Figure 1. Clock distribution (run 1).
Bar = 50 um.
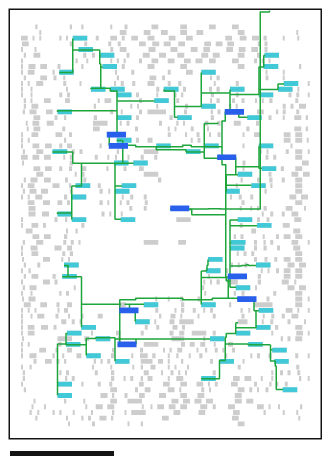
Figure 2. Register map, names as in the netlist (run 1).
Other sequential cells in the stronger gray, the rest of the logic in the fainter gray.
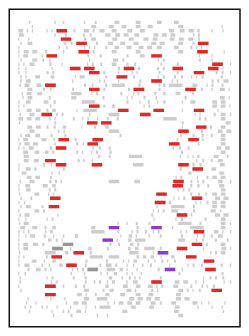
Figure 3. Routed metal, one color a layer (run 1).
Bar = 50 um.
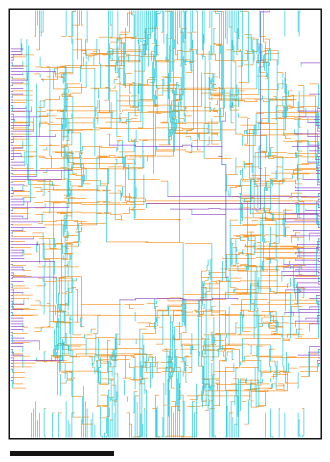
**src/rtl/riscv_rf_pkg.sv**
```systemverilog
// riscv_rf_pkg: register-file widths and the writeback request record shared by the arbiter slice
package riscv_rf_pkg;
    localparam int XLEN = 64;
    localparam int NUM_REGS = 32;
    localparam int REG_AW = $clog2(NUM_REGS);
    localparam logic [REG_AW-1:0] REG_ZERO = '0;
    typedef struct packed {
        logic [REG_AW-1:0] rd;
        logic [XLEN-1:0]   data;
    } wb_req_t;
endpackage

```
**src/rtl/regfile_wb_arbiter_if.sv**
```systemverilog
// regfile_wb_arbiter_if: requester handshake, register-file write port and decode bypass signals
interface regfile_wb_arbiter_if #(
    parameter int NUM_REQ = 2,
    parameter int XLEN = riscv_rf_pkg::XLEN,
    parameter int REG_AW = riscv_rf_pkg::REG_AW
);
    localparam int ID_W = $clog2(NUM_REQ);
    logic [NUM_REQ-1:0]        req_valid;
    logic [NUM_REQ-1:0]        req_ready;
    logic [NUM_REQ*REG_AW-1:0] req_rd;
    logic [NUM_REQ*XLEN-1:0]   req_data;
    logic [REG_AW-1:0]         rf_rd;
    logic [XLEN-1:0]           rf_write_data;
    logic                      rf_reg_write;
    logic [ID_W-1:0]           grant_id;
    logic [REG_AW-1:0]         byp_rs1;
    logic [REG_AW-1:0]         byp_rs2;
    logic                      byp_hit1;
    logic                      byp_hit2;
    logic [XLEN-1:0]           byp_data1;
    logic [XLEN-1:0]           byp_data2;
    modport master (
        output req_valid, req_rd, req_data, byp_rs1, byp_rs2,
        input  req_ready, rf_rd, rf_write_data, rf_reg_write, grant_id,
        input  byp_hit1, byp_hit2, byp_data1, byp_data2
    );
    modport slave (
        input  req_valid, req_rd, req_data, byp_rs1, byp_rs2,
        output req_ready, rf_rd, rf_write_data, rf_reg_write, grant_id,
        output byp_hit1, byp_hit2, byp_data1, byp_data2
    );
endinterface

```
**src/rtl/regfile_wb_arbiter_rr_arbiter.sv**
```systemverilog
// rr_arbiter: round-robin pick of the first requester at or above ptr, wrapping, one-hot and encoded
module rr_arbiter #(
    parameter int NUM_REQ = 2
) (
    input  logic [NUM_REQ-1:0]         req,
    input  logic [$clog2(NUM_REQ)-1:0] ptr,
    output logic [NUM_REQ-1:0]         grant,
    output logic [$clog2(NUM_REQ)-1:0] grant_id,
    output logic                       any_req
);
    localparam int ID_W = $clog2(NUM_REQ);
    logic [ID_W-1:0] cand;
    // Walk offsets from farthest to nearest so the nearest valid index is the last one kept
    always_comb begin
        grant_id = '0;
        cand = '0;
        for (int i = NUM_REQ - 1; i >= 0; i--) begin
            cand = ID_W'((int'(ptr) + i) % NUM_REQ);
            grant_id = req[cand] ? cand : grant_id;
        end
        any_req = |req;
        grant = any_req ? (NUM_REQ'(1) << grant_id) : '0;
    end
endmodule

```
**src/rtl/regfile_wb_arbiter.sv**
```systemverilog
// regfile_wb_arbiter: round-robin writeback arbiter feeding the register-file write port
// Define RF_WB_BYPASS_EN to forward the staged write to the decode read ports.
module regfile_wb_arbiter #(
    parameter int NUM_REQ = 2,
    parameter int XLEN = riscv_rf_pkg::XLEN,
    parameter int REG_AW = riscv_rf_pkg::REG_AW
) (
    input logic                 clk,
    input logic                 rst_n,
    regfile_wb_arbiter_if.slave bus
);
    import riscv_rf_pkg::*;
    localparam int ID_W = $clog2(NUM_REQ);
    logic [ID_W-1:0]    ptr_q, ptr_d, id_q, id_d, win_id;
    logic [NUM_REQ-1:0] grant;
    logic               any_req, valid_q, valid_d;
    wb_req_t            win, stage_q, stage_d;
    rr_arbiter #(.NUM_REQ(NUM_REQ)) u_arb (
        .req      (bus.req_valid),
        .ptr      (ptr_q),
        .grant    (grant),
        .grant_id (win_id),
        .any_req  (any_req)
    );
    // x0 requests are accepted but leave the stage contents untouched
    always_comb begin
        win.rd = bus.req_rd[int'(win_id)*REG_AW +: REG_AW];
        win.data = bus.req_data[int'(win_id)*XLEN +: XLEN];
        valid_d = any_req && win.rd != REG_ZERO;
        ptr_d = !any_req ? ptr_q : (win_id == ID_W'(NUM_REQ - 1)) ? '0 : win_id + 1'b1;
        stage_d = valid_d ? win : stage_q;
        id_d = valid_d ? win_id : id_q;
    end
    always_ff @(posedge clk) begin
        if (!rst_n) begin
            ptr_q <= '0;
            valid_q <= 1'b0;
            stage_q <= '0;
            id_q <= '0;
        end else begin
            ptr_q <= ptr_d;
            valid_q <= valid_d;
            stage_q <= stage_d;
            id_q <= id_d;
        end
    end
    // Reset masks the handshake and the pending write in the same cycle it is asserted
    always_comb begin
        bus.req_ready = rst_n ? grant : '0;
        bus.rf_reg_write = valid_q & rst_n;
        bus.rf_rd = stage_q.rd;
        bus.rf_write_data = stage_q.data;
        bus.grant_id = id_q;
    end
`ifdef RF_WB_BYPASS_EN
    logic hit1, hit2;
    always_comb begin
        hit1 = bus.rf_reg_write && stage_q.rd != REG_ZERO && stage_q.rd == bus.byp_rs1;
        hit2 = bus.rf_reg_write && stage_q.rd != REG_ZERO && stage_q.rd == bus.byp_rs2;
        bus.byp_hit1 = hit1;
        bus.byp_hit2 = hit2;
        bus.byp_data1 = hit1 ? stage_q.data : '0;
        bus.byp_data2 = hit2 ? stage_q.data : '0;
    end
`else
    logic unused_byp;
    assign unused_byp = ^{bus.byp_rs1, bus.byp_rs2};
    always_comb begin
        bus.byp_hit1 = 1'b0;
        bus.byp_hit2 = 1'b0;
        bus.byp_data1 = '0;
        bus.byp_data2 = '0;
    end
`endif
endmodule

```
**src/flat_wrapper.sv**
```systemverilog
// flat-port wrapper written by rule: the top's interface ports become plain ports
module regfile_wb_arbiter_flat import riscv_rf_pkg::*;
#(
    parameter int NUM_REQ = 2,
    parameter int XLEN = riscv_rf_pkg::XLEN,
    parameter int REG_AW = riscv_rf_pkg::REG_AW
)
  (clk, rst_n, bus_req_valid, bus_req_rd, bus_req_data, bus_byp_rs1, bus_byp_rs2, bus_req_ready, bus_rf_rd, bus_rf_write_data, bus_rf_reg_write, bus_grant_id, bus_byp_hit1, bus_byp_hit2, bus_byp_data1, bus_byp_data2);
  regfile_wb_arbiter_if #(.NUM_REQ(NUM_REQ), .XLEN(XLEN), .REG_AW(REG_AW)) bus_i ();
  input logic clk;
  input logic rst_n;
  input wire logic [$bits(bus_i.req_valid)-1:0] bus_req_valid;
  input wire logic [$bits(bus_i.req_rd)-1:0] bus_req_rd;
  input wire logic [$bits(bus_i.req_data)-1:0] bus_req_data;
  input wire logic [$bits(bus_i.byp_rs1)-1:0] bus_byp_rs1;
  input wire logic [$bits(bus_i.byp_rs2)-1:0] bus_byp_rs2;
  output wire logic [$bits(bus_i.req_ready)-1:0] bus_req_ready;
  output wire logic [$bits(bus_i.rf_rd)-1:0] bus_rf_rd;
  output wire logic [$bits(bus_i.rf_write_data)-1:0] bus_rf_write_data;
  output wire logic [$bits(bus_i.rf_reg_write)-1:0] bus_rf_reg_write;
  output wire logic [$bits(bus_i.grant_id)-1:0] bus_grant_id;
  output wire logic [$bits(bus_i.byp_hit1)-1:0] bus_byp_hit1;
  output wire logic [$bits(bus_i.byp_hit2)-1:0] bus_byp_hit2;
  output wire logic [$bits(bus_i.byp_data1)-1:0] bus_byp_data1;
  output wire logic [$bits(bus_i.byp_data2)-1:0] bus_byp_data2;
  assign bus_i.req_valid = bus_req_valid;
  assign bus_i.req_rd = bus_req_rd;
  assign bus_i.req_data = bus_req_data;
  assign bus_i.byp_rs1 = bus_byp_rs1;
  assign bus_i.byp_rs2 = bus_byp_rs2;
  assign bus_req_ready = bus_i.req_ready;
  assign bus_rf_rd = bus_i.rf_rd;
  assign bus_rf_write_data = bus_i.rf_write_data;
  assign bus_rf_reg_write = bus_i.rf_reg_write;
  assign bus_grant_id = bus_i.grant_id;
  assign bus_byp_hit1 = bus_i.byp_hit1;
  assign bus_byp_hit2 = bus_i.byp_hit2;
  assign bus_byp_data1 = bus_i.byp_data1;
  assign bus_byp_data2 = bus_i.byp_data2;
  regfile_wb_arbiter #(.NUM_REQ(NUM_REQ), .XLEN(XLEN), .REG_AW(REG_AW)) u_core (.clk(clk), .rst_n(rst_n), .bus(bus_i));
endmodule
```
**config.mk**
```make
export PLATFORM = sky130hd
export DESIGN_NAME = regfile_wb_arbiter_flat
export DESIGN_NICKNAME = d
export VERILOG_FILES = /design/src/rtl/riscv_rf_pkg.sv /design/src/rtl/regfile_wb_arbiter_if.sv /design/src/rtl/regfile_wb_arbiter_rr_arbiter.sv /design/src/rtl/regfile_wb_arbiter.sv /design/src/flat_wrapper.sv
export SDC_FILE = /design/constraint.sdc
export NUM_CORES = 1
export LEC_CHECK = 0
export ABC_AREA = 1
export ABC_CLOCK_PERIOD_IN_PS = 2100
export CELL_PAD_IN_SITES_DETAIL_PLACEMENT = 2
export CELL_PAD_IN_SITES_GLOBAL_PLACEMENT = 2
export CORE_ASPECT_RATIO = 1.4
export CORE_MARGIN = 4
export CORE_UTILIZATION = 17
export CTS_CLUSTER_DIAMETER = 100
export DETAILED_ROUTE_END_ITERATION = 6
export PLACE_DENSITY_LB_ADDON = 0.1
export RECOVER_POWER = 100
export SLEW_MARGIN = 20
export SYNTH_ARGS = -nofsm -noshare
export SYNTH_HDL_FRONTEND = slang
export SYNTH_HIERARCHICAL = 1
export SYNTH_SLANG_ARGS = --single-unit
```
**constraint.sdc**
```tcl
create_clock -name clk -period 2.1 [get_ports clk]
set_clock_uncertainty 0.1 [all_clocks]
set_input_delay 0.42 -clock clk [delete_from_list [all_inputs] [get_ports clk]]
set_output_delay 0.42 -clock clk [all_outputs]
set_load 0.1 [all_outputs]
```
==> ci_impl_report.md, run 1 <==
### Metrics collected by this job

| Metric | Value |
|---|---|
| Mapped Cells | 636 |
| Comb area share | 0.3600 |
| Worst hold start | u_core/bus.rf_rd[1] |
| Worst vdd ir | 0.2710 mV |
| Reg clk slew, reported paths | 0.05 ns |
| Flop Count | 72 |
| WL/cell | 15.39 um |
| EDFF count, synth | 0 |
| Inverters excl. clock | 13 |
| Cell Type Count | 19 |
| Met2 Use GR | 0.2144 |
| Critical Path, Cell by Cell | dlygate4sd2_1 -> buf_4 -> inv_1 -> a21oi_1 -> nand2_1 -> clkinvlp_2 -> buf_12 |
| P_comb | 3.06 mW |
| # hold bufs at CTS | 0 |
| Pwr/cell area | around 870 nW/um^2 |
| Cell taking the most area after synthesis | dfxtp_1 |
| Clock Path Buffers | 2 |
| Biggest consumer | combinational cells |
| Setup crit end | bus_req_ready[0] |
| Synthesized area per cell | 7.430 um^2 |
| Yosys chip area | 4726 um^2 |
| Worst Hold Path EP | u_core/bus.rf_rd[1] |
| Dpl hpwl | about 15,000 um |
| Internal Power | 2.948 mW |
| Status | complete, no violations |
| Clk pwr | 1.44 mW |
| Synthesized cell area | between 4000 and 5000 um^2 |
| Final Critical Period | 1.917 ns |
| Final Hold Violating Endpoints | 0 |
| Combinational gates | 503 |
| Metal-1 WL | 7071 um |
| Vias in the first global route | 5,211 |
| Tool warnings | 36 |
| Pre-antenna DRT Iters | 3 |
| Largest cells by area | dfxtp_1 (31%), buf_4 (21%), mux2i_1 (14%) |
| Fill cells | 3,283 |
| Total wire length | 18,780 um |
| Core utilization at floorplan | 0.1738 |
| CP Launch Point | bus_req_valid[0] |
| Die X-Extent | 148.9 um |
| Sw Share | 0.5140 |
| Max-cap violation count | 0 |
| # rows | 71 |
About Figure 1:
[flip-flops] cyan | count: 72
[clock-net drivers] blue | count: 9
[clock wires] green | length: 1,360 um
routed clock nets: 10

About Figure 2:
[u_core/bus.rf_write_data] red | placed flops: 64 | where: spread over the die
[u_core/bus.rf_rd] purple | placed flops: 5
not colored: 3

About Figure 3:
[M1] orange | wire length: 7,070 um
[M2] cyan | wire length: 10,000 um
[M3] purple | wire length: 1,500 um
[M4] blue | wire length: 171 um

## run 1: worst max-delay path: cells and delay by family
family	cells	cell delay, ns
and+or+nand+nor	1	0.08
buffers and inverters	5	0.84
AOI/OAI and AO/OA	1	0.05
## run 1: timing repair
| item | CTS | global route |
|---|---|---|
| endpoints found under the hold margin | 0 | 0 |
| pin swaps | 0 | 1 |
| cloned | 0 | 3 |
| setup endpoints to repair | 19 | 19 |
| gates resized | 3 | 2 |
| setup buffers | 0 | 1 |
## run 1: placed cells by master (no fill, tap or decap)
cell type and n:
a21oi_1 72, a21oi_4 1, buf_12 11, buf_4 27, buf_6 1, clkbuf_1 1
clkbuf_16 11, clkbuf_2 71, clkbuf_8 2, clkdlybuf4s50_1 138, clkinv_2 2, clkinv_4 1
clkinvlp_2 2, clkinvlp_4 1, conb_1 130, dfxtp_1 72, dlygate4sd2_1 2, inv_1 8
inv_2 2, mux2i_1 64, nand2_1 87, nand2_4 1, nand3_1 72, nand3_4 1
nand4_1 1, nor2_1 70, nor2_2 2, o21ai_0 1, o21ai_1 1
## run 1: per-stage QoR
stage / utilization / cells / power (mW) / worst slack (ns)
2_1_floorplan: - / 765 / 4.206 / 0.1485
3_3_place_gp: 0.2533 / 1202 / 4.742 / -0.3821
3_5_place_dp: 0.2533 / 1202 / 4.777 / -0.4067
4_1_cts: 0.2632 / 1216 / 6.290 / 0.1243
5_1_grt: 0.2567 / 1220 / 6.370 / 0.02627
6_report: 0.2567 / 1220 / 6.067 / 0.1831
## run 1: logic make-up after synthesis
group / share of synthesized area
AOI/OAI and AO/OA: 0.07943
buffers and inverters: 0.2719
DFF: 0.3050
muxes: 0.1356
other: 0.0007935
and+or+nand+nor: 0.2073
==> run 1 -> run 2 <==
--- a/config.mk
+++ b/config.mk
@@ -16,6 +16,7 @@
 export DETAILED_ROUTE_END_ITERATION = 6
 export PLACE_DENSITY_LB_ADDON = 0.1
 export RECOVER_POWER = 100
+export REMOVE_ABC_BUFFERS = 1
 export SLEW_MARGIN = 20
 export SYNTH_ARGS = -nofsm -noshare
 export SYNTH_HDL_FRONTEND = slang
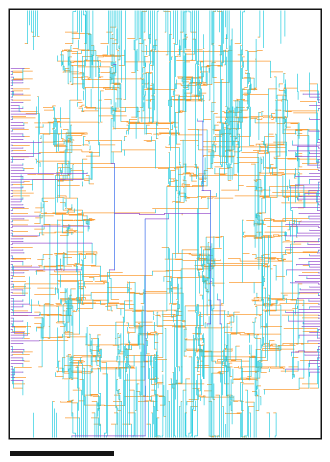
Figure 4: run 2, routed metal, one color a layer.
Bar = 50 um.
[M1] orange | wire length: 6,200 um
[M4] blue | wire length: 264 um
[M3] purple | wire length: 1,360 um
[M2] cyan | wire length: 11,400 um

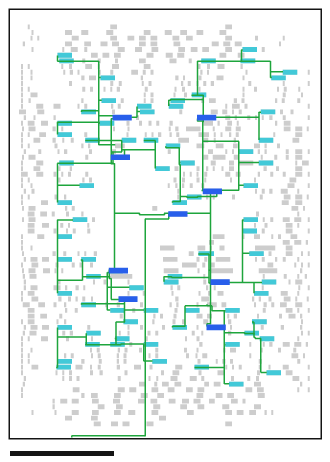
Figure 5: run 2, clock distribution.
Bar = 50 um.
[clock-net drivers] blue | count: 9
[flip-flops] cyan | count: 72
[clock wires] green | length: 1,430 um
routed clock nets: 10

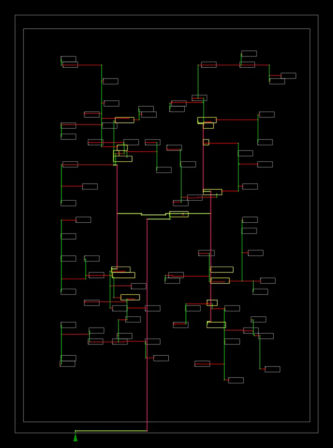
Figure 6: run 2, clock wiring as the flow saved it.
Flop Count: 72
clk pwr: 1.77 mW
Clock Latency Late Sink: 0.33 ns
clkbuf count: 12

==> run 2 against run 1 <==
Against the previous run: synthesized cell count is the same; non-clock buffer count shrank 4; clock power grew 23%; die size is the same; sequential share of layout area shrank 0.10 points; utilization grew 0.15 points; critical endpoint is now bus_req_ready[1].
==> ci_impl_report.md, run 2 <==
### Metrics collected by this job

| Metric | Value |
|---|---|
| Ratio of cells with drive above 1 in the final layout | 0.1653 |
| Final Critical Period | 1.988 ns (+0.07159 ns) |
| Final Hold Violating Endpoints | 0 (unchanged) |
| Cell taking the most area after synthesis | dfxtp_1 |
| Worst min-delay path category | flop to flop |
| Pre-antenna DRT Iters | 4 (+1) |
| Largest cells by area | dfxtp_1 (31%), buf_4 (21%), mux2i_1 (14%) |
| Combinational gates | 503 (unchanged) |
| Tapcell Cnt | 365 |
| Gpl congestion | 0.7229 |
| Internal Power | 3.231 mW (+9.6%) |
| Yosys chip area | 4726 um^2 (unchanged) |
| Synthesized area per cell | 7.430 um^2 (unchanged) |
| Worst Hold Path EP | u_core/bus.rf_write_data[45] |
| Initial antenna violation count | 1 |
| Pwr/cell area | 912.0 nW/um^2 (+4.9%) |
| Pleak | 3.409 nW |
| EDFF count, synth | 0 (unchanged) |
| Cell Type Count | 19 (unchanged) |
| Crit end category | primary output |
| Comb area share | 0.3630 (+0.003051) |
| Origin of the critical flop-to-flop path | u_core/ptr_q |
| CP peak stage delay | 0.28 ns |
| Synth warn | 6 |
| Dpl hpwl | 15,090 um (+2.8%) |
| Crit path depth | 7 (unchanged) |
| Routed Antenna Nets | 0 |
| CP Class | input pin to primary output |
| Final Setup Violations | 0 |
| Rel. slew slack | 0.6055 |
| WL/cell | 15.76 um (+2.4%) |
| IO Pins | 355 |
| Top cells excl fill/tap | clkdlybuf4s50_1 (138), conb_1 (130), nand2_1 (87) |
| Top cell excl fill/tap | clkdlybuf4s50_1 |
| Async SR Flop Fraction | 0 |
| Resized cells post-CTS | 9 (+6) |
| Synthesized cell area | 4726 um^2 (unchanged) |
| Setup ws final | 0.1115 ns (-0.07159 ns) |
| # DRC | 0 |
| Setup crit end | bus_req_ready[1] |
| Required @ worst endpoint | between 1.5 and 2 ns |
| CTS tree | done |
| # rows | 71 (unchanged) |
| Inverters excl. clock | 13 (unchanged) |
| CP Launch Point | bus_req_valid[1] |
| Tool warnings | 35 (-2.8%) |
| Total wire length | 19,190 um (+2.2%) |
| Status | complete, no violations |
| Worst hold start | u_core/bus.rf_write_data[45] |
| Top-count cell post-synth | buf_4 |
| Comb power frac | 0.478 |
| Bufs and invs on worst path | 5 (unchanged) |
| Clock Path Buffers | 2 (unchanged) |
| Pre-CTS WS | -0.6529 ns (-0.2463 ns) |
| Global route total overflow | 0 |
| # hold bufs at CTS | 0 (unchanged) |
| Hold Path Stages | 2 |
| Critical Path, Cell by Cell | dlygate4sd2_1 -> inv_2 -> buf_4 -> a21oi_1 -> nand2_1 -> inv_1 -> buf_4 |
| Worst vdd ir | 0.3729 mV (+38%) |
| Max-cap violation count | 0 (unchanged) |
| Vias in the first global route | 5,149 (-1.2%) |
| Mapped Cells | 636 (unchanged) |
| Clock sinks | 72 |
| Die X-Extent | 148.9 um (unchanged) |
| Fill cells | 3,276 (-0.21%) |
| Via count | 4,676 |
| Sw Share | 0.4954 (-0.01866) |
| Core utilization at floorplan | 0.1738 (unchanged) |
| Clk tree area frac | 0.04865 |
| Max Freq | about 0.50 GHz |
| Post-CTS Setup Inserts | 3 (+3) |
| Non-Filler Instances | 1,218 (-0.16%) |
| Reg clk slew, reported paths | 0.06 ns (about the same) |
| Crit-path leading delay family | buffers and inverters |
| Placed cells | 1,195 (-0.58%) |
-- run 2: netlist changes by cell type in the layout (fill, tap and decap cells not counted), moves of 2 or more --
cell and delta:
clkinv_2 -2, nor2_4 +2, clkinvlp_2 -2, buf_12 -4, inv_1 +2, buf_8 +2
bufinv_16 +2, nor2_2 -2, a21oi_2 +6, buf_4 -5, a21oi_1 -6
-- run 2: logic make-up (layout without fill, tap and decap cells) --
kind of cell | count (synthesis) | count (layout) | synth area share
AND/OR/NAND/NOR | 234 | 234 | 0.2073
buffers and inverters | 190 | 278 | 0.2719
AND-OR/OR-AND | 75 | 75 | 0.07943
flip-flops | 72 | 72 | 0.3050
multiplexers | 64 | 64 | 0.1356
other | 1 | 130 | 0.0007935
-- run 2: metal layers --
metal  up-vias  global-route usage  routed length [um]
li1       2244                   -                   -
met1      2204              0.1101                6204
met2       215              0.2504               11360
met3        13             0.02445                1362
met4         0             0.04220                 263
met5         -                   0                   0
-- run 2: power by group through the flow --
stage               Sequential (mW)  Clock, mW  Combinational [mW]
floorplan                      2.52          0                1.49
global placement               1.60          0                3.11
detailed placement             1.60          0                3.14
CTS                            1.57       1.87                3.16
global route                   1.59       1.92                3.20
finish                         1.57       1.77                3.06
-- run 2: stage by stage --
stage                     total power [mW]  hold WS (ns)  instance area (um^2)    util  setup TNS (ns)
final                                6.403        0.3789                  7020  0.2583               0
after CTS                            6.604        0.3891                  7172  0.2638               0
after global placement               4.707        0.3635                  6746  0.2482          -27.55
after floorplan                      4.016        0.4255                  3974       -         -419.93
after global routing                 6.707        0.4053                  7020  0.2583       -0.001474
after detailed placement             4.746        0.3743                  6746  0.2482          -38.12
-- run 2: worst min-delay path, cell delays in order, from the launching register on --
cell and delay, ns:
dfxtp_1 0.32, a21oi_1 0.04, nor2_1 0.08
==> run 2 -> run 3 <==
--- a/config.mk
+++ b/config.mk
@@ -14,6 +14,7 @@
 export CORE_UTILIZATION = 17
 export CTS_CLUSTER_DIAMETER = 100
 export DETAILED_ROUTE_END_ITERATION = 6
+export GPL_ROUTABILITY_DRIVEN = 0
 export PLACE_DENSITY_LB_ADDON = 0.1
 export RECOVER_POWER = 100
 export REMOVE_ABC_BUFFERS = 1
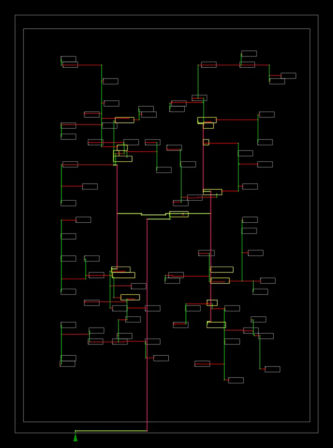
Figure 7: run 3, clock wiring as the flow saved it.
clock sinks: 72
CTS buffer count: 9

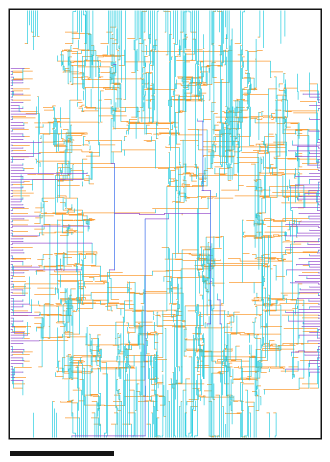
Figure 8: run 3, routed metal, one color a layer.
Bar = 50 um.
Tot GR Track Use: 0.1195
WL/cell: 15.76 um
total wire length: 19,190 um
via count: 4,676

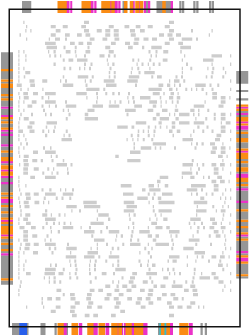
Figure 9: run 3, pin placement.
Pins as bars across the die edge, other pins in gray.
[bus_req_ready] cyan | pins: 2 | direction: output | edge: bottom
[bus_byp_rs2] blue | pins: 5 | direction: input | edge: bottom
[bus_req_data] orange | pins: 128 | direction: input | edge: 42 bottom, 30 left, 30 top, 26 right
[bus_rf_write_data] magenta | pins: 64 | direction: output | edge: 21 bottom, 15 top, 14 right, 14 left
all pins by edge: 111 left, 91 right, 85 bottom, 68 top

==> run 3 against run 2 <==
Against the previous run: design area is the same; non-clock buffer count is the same; area after synthesis is the same; fmax is the same; sequential share of layout area is the same; flip-flop count is the same; die size is the same.
==> ci_impl_report.md, run 3 <==
### Metrics collected by this job

| Metric | Value |
|---|---|
| Status | complete, no violations |
| Biggest consumer | combinational cells |
| Internal Power | 3.231 mW (unchanged) |
| Comb power frac | 0.478 (about the same) |
| Complex Gates by Area | 0.07943 (unchanged) |
| Hold Path Stages | 2 (unchanged) |
| Final Max-Slew Violation Tally | 0 |
| ANT cells | 0 |
| Clock Latency Late Sink | 0.33 ns (about the same) |
| Switch Pwr | between 3 and 4 mW |
| Async SR Flop Fraction | 0 (unchanged) |
| EDFF count, synth | 0 (unchanged) |
| Mapped Cells | 636 (unchanged) |
| Worst vdd ir | 0.3729 mV (unchanged) |
| Core utilization at floorplan | 0.1738 (unchanged) |
| Sw Share | 0.4954 (unchanged) |
| Yosys chip area | 4726 um^2 (unchanged) |
| CP Max Fanout | 2 |
| Required @ worst endpoint | 1.58 ns (about the same) |
| Top cells excl fill/tap | clkdlybuf4s50_1 (138), conb_1 (130), nand2_1 (87) |
| Worst Hold Path EP | u_core/bus.rf_write_data[45] |
| Resized cells post-CTS | 9 (unchanged) |
| Worst reg2reg endpoint | u_core/bus.rf_write_data[37] |
| Crit end category | primary output |
| Final Setup Violations | 0 (unchanged) |
| Vias in the first global route | 5,149 (unchanged) |
| Final Hold Violating Endpoints | 0 (unchanged) |
| Top-count cell post-synth | buf_4 |
| Die X-Extent | 148.9 um (unchanged) |
| Seq power | 1.57 mW (about the same) |
| CTS tree | done |
| IO Pins | 355 (unchanged) |
| Simple share | 0.2073 (unchanged) |
| Worst hold start | u_core/bus.rf_write_data[45] |
| Rel. slew slack | 0.6055 (unchanged) |
| Reg clk slew, reported paths | 0.06 ns (about the same) |
| Pleak | 3.409 nW (unchanged) |
| Mux share | 0.1356 (unchanged) |
| Pwr/cell area | 912.0 nW/um^2 (unchanged) |
| Fill cells | 3,276 (unchanged) |
| Synth Seq Share | 0.3050 |
| Cell taking the most area after synthesis | dfxtp_1 |
| Yosys xor share | 0 (unchanged) |
| Adder share | 0 (unchanged) |
| CP Class | input pin to primary output |
| Pre-antenna DRT Iters | 4 (unchanged) |
| Dpl hpwl | 15,090 um (unchanged) |
| Global route total overflow | 0 (unchanged) |
| Ratio of cells with drive above 1 in the final layout | 0.1653 (unchanged) |
| Cell Type Count | 19 (unchanged) |
| Area of the die | 30,570 um^2 |
| # hold bufs at CTS | 0 (unchanged) |
| Tool warnings | 35 (unchanged) |
| Worst min-delay path category | flop to flop |
| Max Freq | 0.5029 GHz (unchanged) |
| Max-cap violation count | 0 (unchanged) |
| Final Critical Period | 1.988 ns (unchanged) |
| Top cell excl fill/tap | clkdlybuf4s50_1 |
| Synthesized cell area | 4726 um^2 (unchanged) |
| Synth warn | 6 (unchanged) |
| Origin of the critical flop-to-flop path | u_core/ptr_q |
| Design Power | 6.403 mW (unchanged) |
| Setup ws final | 0.1115 ns (unchanged) |
| Clock Power Share | 0.277 |
| Top logic family | buffers and inverters |
| Initial antenna violation count | 1 (unchanged) |
| P&R area growth vs syn | 48.56% |
| Clock Path Buffers | 2 (unchanged) |
| Final Util | 0.2583 (unchanged) |
| Routed Antenna Nets | 0 (unchanged) |
| Max reg flops | ~64 |
| P_comb | 3.06 mW (about the same) |
| Drt initial violations | 77 |
| # rows | 71 (unchanged) |
| Max-area cell share | 0.3050 |
| Clk pwr | 1.77 mW (about the same) |
| Post-CTS Setup Inserts | 3 (unchanged) |
| Port-buffer cells | 214 |
| Synthesized area per cell | 7.430 um^2 (unchanged) |
| Pre-CTS WS | -0.6529 ns (unchanged) |
| Largest cells by area | dfxtp_1 (31%), buf_4 (21%), mux2i_1 (14%) |
| # DRC | 0 (unchanged) |
## run 3: cell counts in the layout (fill, tap and decap cells not counted)
No cell type changed its count.
## run 3: critical path, cell delays in order
cell and delay (ns):
dlygate4sd2_1 0.28, inv_2 0.08, buf_4 0.15, a21oi_1 0.11
nand2_1 0.07, inv_1 0.06, buf_4 0.28
## run 3: per-stage QoR
stage	hold slack, ns	cell area (um^2)	setup TNS, ns	std cells
after floorplan	0.4255	3974	-419.93	588
after global placement	0.3635	6746	-27.55	1195
after detailed placement	0.3743	6746	-38.12	1195
after CTS	0.3891	7172	0	1215
after global routing	0.4053	7020	-0.001474	1218
final	0.3789	7020	0	1218
## run 3: worst max-delay path by stage
stage,startpoint,depth (start not counted),slack (ns),to
5_1_grt,bus_req_valid[1],13,-0.001,u_core/bus.rf_write_data[48]
3_5_place_dp,bus_req_valid[1],11,-0.65,u_core/bus.rf_write_data[42]
6_report,bus_req_valid[1],7,0.11,bus_req_ready[1]
4_1_cts,bus_req_valid[1],12,0.09,u_core/bus.rf_write_data[37]
3_3_place_gp,bus_req_valid[1],12,-0.48,u_core/bus.rf_write_data[26]
2_1_floorplan,bus_req_valid[1],7,-5.91,u_core/bus.grant_id
## run 3: final cells by class
cell class | instances | area (um^2) | share of cell area
clock buffers | 12 | 266.5 | 0.03796
well taps | 365 | 456.7 | 0.06505
inverters | 13 | 48.80 | 0.006951
repair buffers | 249 | 2182 | 0.3108
flip-flops and latches | 72 | 1443 | 0.2055
clock inverters | 4 | 75.07 | 0.01069
multi-input cells | 503 | 2549 | 0.3630
## run 3: per-layer routing
layer / global-route usage / share of wire
met3: 0.02445 / 0.071
met5: 0 / 0
met4: 0.04220 / 0.014
met1: 0.1101 / 0.32
met2: 0.2504 / 0.59
Power and IR drop assume default switching activity.
